===== src/rtl/sd_adc_rx.sv =====
// Sigma-delta ADC receiver: synchronises cmp_in, drives fb_out, boxcar-decimates fb_out over OSR clocks.
// Latency: cmp_in->fb_out 3 edges; window end->sample_valid 1 edge. Optional SD_ADC_MAVG4_EN: 4-tap moving average.
// Backpressure: a result arriving while an unaccepted sample is held is dropped and sets sticky overrun.
module sd_adc_rx #(
    parameter int FREQ       = 8_000_000,
    parameter int OSR        = 256,
    parameter int SETTLE_WIN = 4,
    localparam int OUT_W     = $clog2(OSR)
) (
    input  logic             clk,
    input  logic             rst,
    input  logic             en,
    input  logic             cmp_in,
    output logic             fb_out,
    output logic [OUT_W-1:0] sample_data,
    output logic             sample_valid,
    input  logic             sample_ready,
    output logic             overrun,
    input  logic             overrun_clr,
    output logic             settled
);

    if (OSR < 4 || (OSR & (OSR - 1)) != 0 || SETTLE_WIN < 0 || SETTLE_WIN > 255 || FREQ <= 0)
    begin : g_param_err
        $error("sd_adc_rx: illegal parameter set");
    end

    typedef enum logic {ST_SETTLE, ST_RUN} state_t;

    state_t             r_state;
    state_t             w_state_nxt;
    logic               r_s1;
    logic               r_s2;
    logic               r_fb;
    logic [OUT_W-1:0]   r_win_ctr;
    logic [OUT_W:0]     r_acc;
    logic [7:0]         r_settle_ctr;
    logic [OUT_W-1:0]   r_data;
    logic               r_valid;
    logic               r_ovr;

    logic               w_win_end;
    logic [OUT_W:0]     w_sum;
    logic [OUT_W-1:0]   w_result;
    logic               w_settle_done;
    logic               w_offer;
    logic               w_emit;
    logic [OUT_W-1:0]   w_emit_dat;

    always_ff @(posedge clk) begin
        if (rst) begin
            r_s1 <= 1'b0;
            r_s2 <= 1'b0;
            r_fb <= 1'b0;
        end else begin
            r_s1 <= cmp_in;
            r_s2 <= r_s1;
            r_fb <= r_s2;
        end
    end

    // The decimated bit is the fed-back bit, so the average tracks what the integrator sees.
    assign w_win_end     = en && (r_win_ctr == OUT_W'(OSR - 1));
    assign w_sum         = r_acc + {{OUT_W{1'b0}}, r_fb};
    assign w_result      = (w_sum == (OUT_W+1)'(OSR)) ? {OUT_W{1'b1}} : w_sum[OUT_W-1:0];
    assign w_settle_done = (({1'b0, r_settle_ctr} + 9'd1) == 9'(SETTLE_WIN));
    assign w_offer       = w_win_end && (r_state == ST_RUN);

    always_ff @(posedge clk) begin
        if (rst || !en) begin
            r_win_ctr    <= '0;
            r_acc        <= '0;
            r_settle_ctr <= '0;
        end else begin
            r_win_ctr <= r_win_ctr + 1'b1;
            r_acc     <= w_win_end ? '0 : w_sum;
            if (w_win_end && r_state == ST_SETTLE)
                r_settle_ctr <= r_settle_ctr + 8'd1;
        end
    end

    always_ff @(posedge clk) begin
        if (rst)
            r_state <= ST_SETTLE;
        else
            r_state <= w_state_nxt;
    end

    always_comb begin
        w_state_nxt = r_state;
        if (!en) begin
            w_state_nxt = ST_SETTLE;
        end else begin
            case (r_state)
                ST_SETTLE:
                    if (SETTLE_WIN == 0 || (w_win_end && w_settle_done))
                        w_state_nxt = ST_RUN;
                default:
                    w_state_nxt = ST_RUN;
            endcase
        end
    end

`ifdef SD_ADC_MAVG4_EN
    logic [OUT_W-1:0] r_hist [3];
    logic [1:0]       r_hist_cnt;
    logic [OUT_W+1:0] w_avg_sum;

    assign w_avg_sum  = (OUT_W+2)'(r_hist[0]) + (OUT_W+2)'(r_hist[1])
                      + (OUT_W+2)'(r_hist[2]) + (OUT_W+2)'(w_result);
    assign w_emit     = w_offer && (r_hist_cnt == 2'd3);
    assign w_emit_dat = w_avg_sum[OUT_W+1:2];

    // History only accumulates in RUN; any time spent in SETTLE restarts the average.
    always_ff @(posedge clk) begin
        if (rst || r_state == ST_SETTLE) begin
            r_hist[0]  <= '0;
            r_hist[1]  <= '0;
            r_hist[2]  <= '0;
            r_hist_cnt <= 2'd0;
        end else if (w_offer) begin
            r_hist[0]  <= w_result;
            r_hist[1]  <= r_hist[0];
            r_hist[2]  <= r_hist[1];
            if (r_hist_cnt != 2'd3)
                r_hist_cnt <= r_hist_cnt + 2'd1;
        end
    end
`else
    assign w_emit     = w_offer;
    assign w_emit_dat = w_result;
`endif

    always_ff @(posedge clk) begin
        if (rst) begin
            r_data  <= '0;
            r_valid <= 1'b0;
            r_ovr   <= 1'b0;
        end else begin
            if (w_emit && (!r_valid || sample_ready)) begin
                r_data  <= w_emit_dat;
                r_valid <= 1'b1;
            end else if (r_valid && sample_ready) begin
                r_valid <= 1'b0;
            end
            // A drop in the same cycle as a clear keeps the flag set.
            if (w_emit && r_valid && !sample_ready)
                r_ovr <= 1'b1;
            else if (overrun_clr)
                r_ovr <= 1'b0;
        end
    end

    assign fb_out       = r_fb;
    assign sample_data  = r_data;
    assign sample_valid = r_valid;
    assign overrun      = r_ovr;
    assign settled      = (r_state == ST_RUN);

endmodule

===== config.mk =====
export PLATFORM = sky130hd
export DESIGN_NAME = sd_adc_rx
export DESIGN_NICKNAME = d
export VERILOG_FILES = /design/src/rtl/sd_adc_rx.sv
export SDC_FILE = /design/constraint.sdc
export NUM_CORES = 1
export LEC_CHECK = 0
export CELL_PAD_IN_SITES_DETAIL_PLACEMENT = 0
export CELL_PAD_IN_SITES_GLOBAL_PLACEMENT = 1
export CORE_MARGIN = 2
export CORE_UTILIZATION = 40
export DETAILED_ROUTE_END_ITERATION = 16
export GPL_ROUTABILITY_DRIVEN = 0
export PLACE_DENSITY = 0.75
export SETUP_SLACK_MARGIN = 0.5
export SLEW_MARGIN = 20
export SYNTH_ARGS = -nofsm -noshare
export SYNTH_HDL_FRONTEND = slang
export SYNTH_SLANG_ARGS = --single-unit
export TNS_END_PERCENT = 30

===== constraint.sdc =====
create_clock -name clk -period 2.4 [get_ports clk]
set_input_delay 0.24 -clock clk [delete_from_list [all_inputs] [get_ports clk]]
set_output_delay 0.24 -clock clk [all_outputs]
set_load 0.01 [all_outputs]

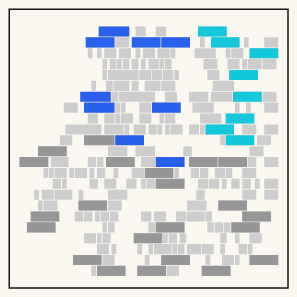
run_1/flops_by_reg.png
(4 px per um) Other sequential cells in the stronger gray, the rest of the logic in the fainter gray.
| signal | color | sequential cells |
|---|---|---|
| sample_data | cyan | 8 |
| r_acc | blue | 9 |

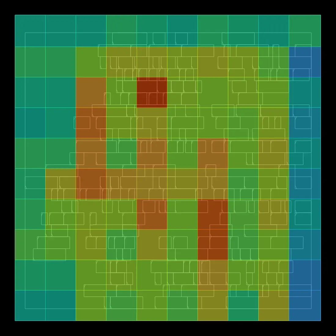
run_1/congestion.png
global-route track usage on met1: 0.204
overall routing resource usage: 0.143
global routing usage on met3: 0.0378
GR Util met2: 0.200
Top Usage Layer GRT: met1

==> writeup.txt, run 1 <==
With the worst hold path cell count at 1, the proportion of netlist area held by the largest area contributor is 0.458. The run gives 198 for the net count after synthesis. STA classifies the critical path startpoint as a flop. The number of clock buffers added by TritonCTS is 5. The register-to-register setup slack is 0.30 ns. The standard cell area after detailed placement is 1950 sq um. After global routing the overflow that remains totals 0. The run finished with clean final reports. The first detailed-routing pass ran for 4 iterations. The post-layout utilization of the core is 0.529, and the synthesized instance count is 187. After layout, the minimum clock period comes to 2.10 ns.

Once layout is done, the placed cells without fillers occupy 2150 sq um. After the first detailed-routing iteration, the DRC count stood at 57. The via density per instance is 5.03. The buffers plus inverters on the worst setup path was 1; the number of cells on the critical path was 6.

The post-placement cell count is 251, and the count of pins over their slew limit is 0. With the number of global-route vias before repair at 1207, the number of inserted diodes is 0. Total power for the finished layout comes to 1.13 mW. The floorplan has 23 rows. The number of hold buffers added after CTS was 0.

The cell area that synthesis handed to floorplanning was 1710 sq um. The first global-routing pass estimated 5.56 mm of wire. TritonCTS built the clock tree.

The timing report shows that the slowest cell on the worst path is a221o_2. The part of the cycle the worst path needs was 0.873. Yosys printed 0 warnings. With the layout overhead on the synthesized area at 25.9%, the number of standard cells reported by yosys is 187. At the end of the flow, the number of nets in the layout was 227.

The count of nets left with antenna violations once routing finished came out at 0. The stat command in Yosys gives a chip area of 1710 sq um.
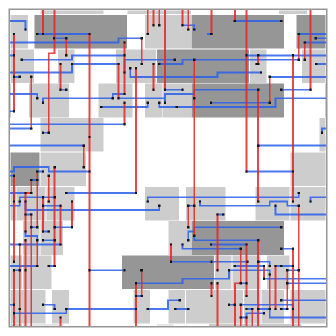
run_1/detail.png
Region (22, 8) to (47, 33) um. Cells in gray, sequential cells in the stronger gray; small squares are vias.
| layer | color |
|---|---|
| metal 1 | blue |
| metal 2 | red |
netlist names of flops here include: r_win_ctr (2)
cells with their middle in the window: 42
sequential cells in the window: 6
most frequent: nor2_1 (6), dfxtp_1 (6)

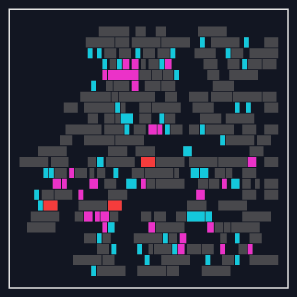
run_1/logic_types.png
(4 px per um)
| family | color | cells |
|---|---|---|
| NOR gates | cyan | 46 |
| NAND gates | magenta | 27 |
| multiplexers | red | 3 |

[run 1: cell families (layout without fill, tap and decap cells)]
family	Yosys count	count (layout)	share of synthesized area
DFF	39	39	0.458
AOI/OAI and AO/OA	19	19	0.0902
and+or+nand+nor	85	85	0.252
adders and majority gates	5	5	0.0367
buffers and inverters	15	44	0.0381
xor gates and xnor gates	21	21	0.108
muxes	3	3	0.0176
[run 1: layer usage]
layer	part of all wire	track usage	vias up
li1	-	-	701
met1	0.52	0.204	609
met2	0.43	0.200	26
met3	0.044	0.0378	2
met4	0.0063	0.0654	0
met5	0	0	-
[run 1: layout make-up]
cell class              count  area [sq um]
fillers                   379          1910
multi-input cells         133           913
flip-flops and latches     39           786
repair buffers             30           272
clock buffers               6          82.6
well taps                  50          62.6
inverters                   7          26.3
clock inverters             1          5.00
[run 1: worst register-to-register path, delay by kind of cell, from the launching register on]
family	cells	cell delay [ns]
AOI/OAI and AO/OA	2	0.74
adders and majority gates	2	0.32
buffers and inverters	1	0.12
DFF	1	0.34
and+or+nand+nor	1	0.49
[run 1: sequential cells by signal (all words and copies together) (netlist names)]
register      flops
overrun           1
sample_valid      1
r_win_ctr         8
r_s1              1
settled           1
r_acc             9
r_s2              1
fb_out            1
sample_data       8
r_settle_ctr      8
[run 1: power by group]
group / total (mW) / internal [mW] / switching (mW)
combinational: 0.0315 / 0.0153 / 0.0162
clock: 0.446 / 0.226 / 0.220
sequential: 0.653 / 0.651 / 0.00245
total: 1.13 / 0.891 / 0.239
[run 1: repair_timing]
item,CTS,global route
endpoints found under the setup margin,8,9
pin swaps,7,6
resized,3,7
buffers inserted,5,3
endpoints found under the hold margin,0,0
run_1/io_placement.png
(6 px per um) Pins as bars across the die edge, other pins in gray.
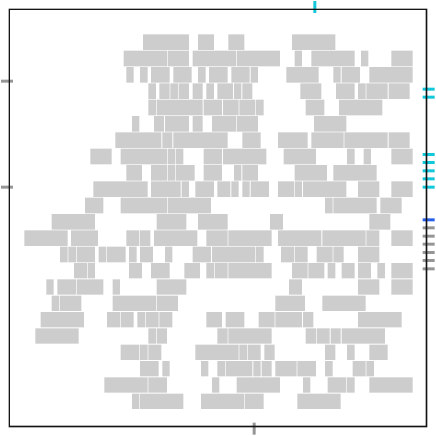

--- run 2 (diff from run 1) ---
--- a/config.mk
+++ b/config.mk
@@ -11,6 +11,7 @@
 export CORE_UTILIZATION = 40
 export DETAILED_ROUTE_END_ITERATION = 16
 export GPL_ROUTABILITY_DRIVEN = 0
+export GPL_TIMING_DRIVEN = 0
 export PLACE_DENSITY = 0.75
 export SETUP_SLACK_MARGIN = 0.5
 export SLEW_MARGIN = 20
==> constraint.sdc (replaced) <==
create_clock -name clk -period 2.6 [get_ports clk]
set_input_delay 0.26 -clock clk [delete_from_list [all_inputs] [get_ports clk]]
set_output_delay 0.26 -clock clk [all_outputs]
set_load 0.01 [all_outputs]
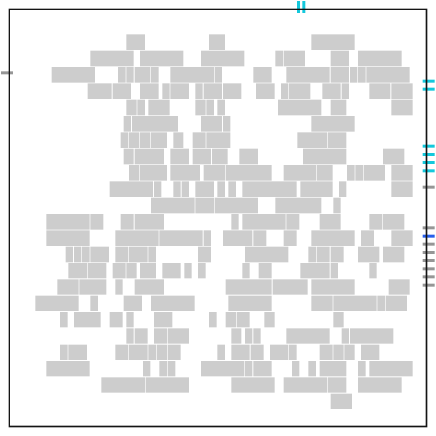
run_2/io_placement.png
(6 px per um) Pins as bars across the die edge, other pins in gray.
| port | color | pins | direction | edge |
|---|---|---|---|---|
| cmp_in | blue | 1 | input | right |
| sample_data | cyan | 8 | output | 6 right, 2 top |

==> writeup.txt, run 2 <==
The mux contribution to synthesized area is 0.0176 (unchanged), and the count of pins over their slew limit is 0 (unchanged). The number of inserted diodes was 0 (unchanged). The synthesized-area fraction occupied by xor and xnor cells was 0.108 (unchanged). The global-route wire length before repair was 5.68 mm (was 5.56 mm); the number of placement rows was 23 (unchanged).

The run gives 783 sq um (was 786 sq um) as the sequential standard cell area. The run gives 7 (unchanged) for the number of non-clock inverters in the layout. The tools report the net count after synthesis as 198 (unchanged). The residual overflow from global routing is 0 (unchanged), and the number of standard cells reported by yosys is 187 (unchanged).

The prevailing logic family in the synthesized netlist is simple AND/OR/NAND/NOR gates (unchanged). The overall power was 1.04 mW (was 1.13 mW); the via density per instance was 4.98 (was 5.03). The sequential cell count of the final layout is 39 (unchanged). The final cell area excluding filler cells is 2120 sq um (was 2150 sq um), and the clock network area share is 0.0414 (was 0.0408). TritonCTS built the clock tree. The run finished with clean final reports. Total standard cell area after synthesis: 1710 sq um (unchanged). The run gives 0.834 (was 0.873) for the part of the cycle the worst path needs.
[run 2: cell count changes in the layout (fill, tap and decap cells not counted), moves of 2 or more]
cell / delta
clkbuf_1: +4
buf_4: -7
dfxtp_1: +2
dfxtp_2: -2
a311oi_2: -3
a311oi_1: +3
[run 2: worst max-delay path, delay by kind of cell (launching register included)]
family	cells	cell delay, ns
flip-flops	1	0.36
adder cells (fa/ha/maj)	1	0.17
AND-OR/OR-AND	2	0.73
AND/OR/NAND/NOR	3	0.83
[run 2: layer usage]
layer  GRT usage  wire length, um
met4      0.0588               43
met2       0.223             1390
met3      0.0407              139
met5           0                0
met1       0.198             1750
[run 2: cells by family (layout without fill, tap and decap cells)]
kind of cell | Yosys count | after routing
and+or+nand+nor | 85 | 85
buffers and inverters | 15 | 43
xor gates and xnor gates | 21 | 21
muxes | 3 | 3
adders and majority gates | 5 | 5
DFF | 39 | 39
AOI/OAI and AO/OA | 19 | 19
[run 2: where the power goes]
group / leakage (nW) / switching (mW) / internal [mW]
logic: 0.397 / 0.0143 / 0.0133
registers: 0.316 / 0.00220 / 0.601
clock network: 0.0470 / 0.200 / 0.208
total: 0.760 / 0.217 / 0.822
[run 2: path summary, 6_finish.rpt]
path | end | slack, ns | depth (start not counted)
setup / recovery | sample_data[4]$_SDFFE_PP0P_ | 0.43 | 6
hold / removal | fb_out$_SDFF_PP0_ | 0.45 | 1
setup reg to reg | sample_data[4]$_SDFFE_PP0P_ | 0.43 | 6
hold reg to reg | fb_out$_SDFF_PP0_ | 0.45 | 1
[run 2: what timing repair did]
action | CTS | global route
pin swaps | 4 | 0
cloned | 0 | 0
endpoints found under the setup margin | 11 | 15
gates resized | 8 | 1
buffers inserted | 4 | 0
run_2/flops_by_reg.png
(4 px per um) Other sequential cells in the stronger gray, the rest of the logic in the fainter gray.
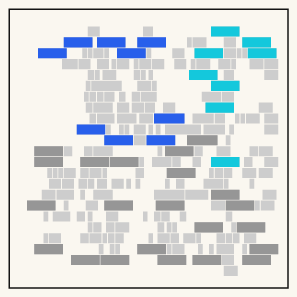

--- run 3 (diff from run 2) ---
==> constraint.sdc (replaced) <==
create_clock -name clk -period 2.2 [get_ports clk]
set_input_delay 0.22 -clock clk [delete_from_list [all_inputs] [get_ports clk]]
set_output_delay 0.22 -clock clk [all_outputs]
set_load 0.01 [all_outputs]
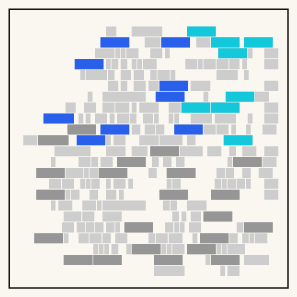
run_3/flops_by_reg.png
(4 px per um) Other sequential cells in the stronger gray, the rest of the logic in the fainter gray.
| signal | color | sequential cells |
|---|---|---|
| r_acc | blue | 9 |
| sample_data | cyan | 8 |
not colored: 22

==> writeup.txt, run 3 <==
The flow ran to the end, and the final reports show no timing, DRC or antenna violations. The highest-delay cell along the critical path is or4b_4 (was or4b_1). The number of buffers added for setup after CTS is 7 (was 4). The tools report the clock share of power as 0.485 (was 0.393). The flip-flop count of the largest register after layout came out at 9 (unchanged). The prevailing logic family in the synthesized netlist was simple AND/OR/NAND/NOR gates (unchanged). Top register by number of flip-flops: r_acc (unchanged).

With the number of violations reported at the end of detailed-routing iteration 0 at 51 (was 66), the part of the power in combinational logic is 0.024 (was 0.027). The tools report the count of pins over their slew limit as 0 (unchanged). The run gives 231 (was 226) for the final layout net count. The area reported by Yosys stat was 1710 sq um (unchanged). The iteration count of the initial detailed-routing pass is 4 (unchanged). The number of placement rows is 23 (unchanged). The internal power contribution is 1.18 mW (was 0.822 mW), and the proportion of netlist area held by the largest area contributor is 0.458 (unchanged).

The number of global-route vias before repair came out at 1325 (was 1265). The via density per instance is 5.03 (was 4.98), and the number of buffers created by CTS is 5 (unchanged). The wire length on met2 was 1.58 mm (was 1.39 mm). The mux contribution to synthesized area was 0.0176 (unchanged); the switching fraction of total power was 0.187 (was 0.209).

The run gives 0.491 (was 0.580) as the part of the total power dissipated in sequential elements. Global-route wire length before repair: 6.04 mm (was 5.68 mm). The count of cells resized by post-cts repair is 6 (was 8). The synthesized instance count is 187 (unchanged). The part of the cycle the worst path needs was 0.982 (was 0.834); the global-route total usage across every layer was 0.156 (was 0.147). With the buffers plus inverters on the worst setup path at 0 (unchanged), the Yosys warning count is 0 (unchanged). Residual overflow from global routing: 0 (unchanged). The run gives 0 (unchanged) for the number of buffers inserted for hold repair after clock tree synthesis. The post-route antenna net violation count is 0 (unchanged), and the met1 routed wirelength after detailed routing is 1.69 mm (was 1.75 mm).

TritonCTS built the clock tree. The number of standard cells reported by yosys is 187 (unchanged). The tools report the net count after synthesis as 198 (unchanged). The synthesized-area fraction occupied by ao, oa, aoi and oai cells was 0.0902 (unchanged). The final period demand of the worst path was 2.16 ns (was 2.17 ns).

The family of cells with the greatest summed delay on the critical path is simple AND/OR/NAND/NOR gates (unchanged). The run gives 0.0367 (unchanged) for the post-synthesis share of cell area spent on full adders, half adders and majority gates.
[run 3: area by class of cell]
class	count	area, sq um
plain buffers	8	55.1
clock buffers	6	72.6
fillers	355	1820
flip-flops and latches	39	783
multi-input cells	133	936
well taps	50	62.6
inverters	7	26.3
clock inverters	2	60.1
repair buffers	26	238
[run 3: worst paths after layout]
kind	from	slack [ns]	depth (start not counted)	endpoint
worst max-delay path	fb_out$_SDFF_PP0_	0.04	6	sample_data[6]$_SDFFE_PP0P_
worst min-delay path	r_s1$_SDFF_PP0_	0.47	1	r_s2$_SDFF_PP0_
worst max register to register	fb_out$_SDFF_PP0_	0.04	6	sample_data[6]$_SDFFE_PP0P_
worst min register to register	r_s1$_SDFF_PP0_	0.47	1	r_s2$_SDFF_PP0_
[run 3: metrics by stage]
step                      power, mW  setup slack [ns]  utilization  area, sq um  cells
after floorplan               0.745             0.144            -         1730    187
after global placement        0.760           -0.0845        0.484         1960    254
after detailed placement      0.761            -0.183        0.484         1960    254
after CTS                      1.47            0.0525        0.537         2180    269
after global routing           1.50           -0.0576        0.550         2230    271
final                          1.45            0.0403        0.550         2230    271
[run 3: cells by family after synthesis]
| group | after synthesis |
|---|---|
| compound gates | 19 |
| fa+ha+maj | 5 |
| simple gates | 85 |
| buf+inv | 15 |
| xor+xnor | 21 |
| flops | 39 |
| mux | 3 |
[run 3: power groups by stage]
stage | logic, mW | clock network (mW) | registers [mW]
after floorplan | 0.0162 | 0 | 0.728
after global placement | 0.0319 | 0 | 0.729
after detailed placement | 0.0323 | 0 | 0.729
after CTS | 0.0336 | 0.720 | 0.712
after global routing | 0.0375 | 0.753 | 0.713
final | 0.0341 | 0.704 | 0.712
[run 3: layer usage]
layer	up-vias	global-route usage
met3	6	0.0363
met5	-	0
met2	32	0.245
li1	702	-
met4	0	0.0654
met1	624	0.206
Power and IR drop assume default switching activity.
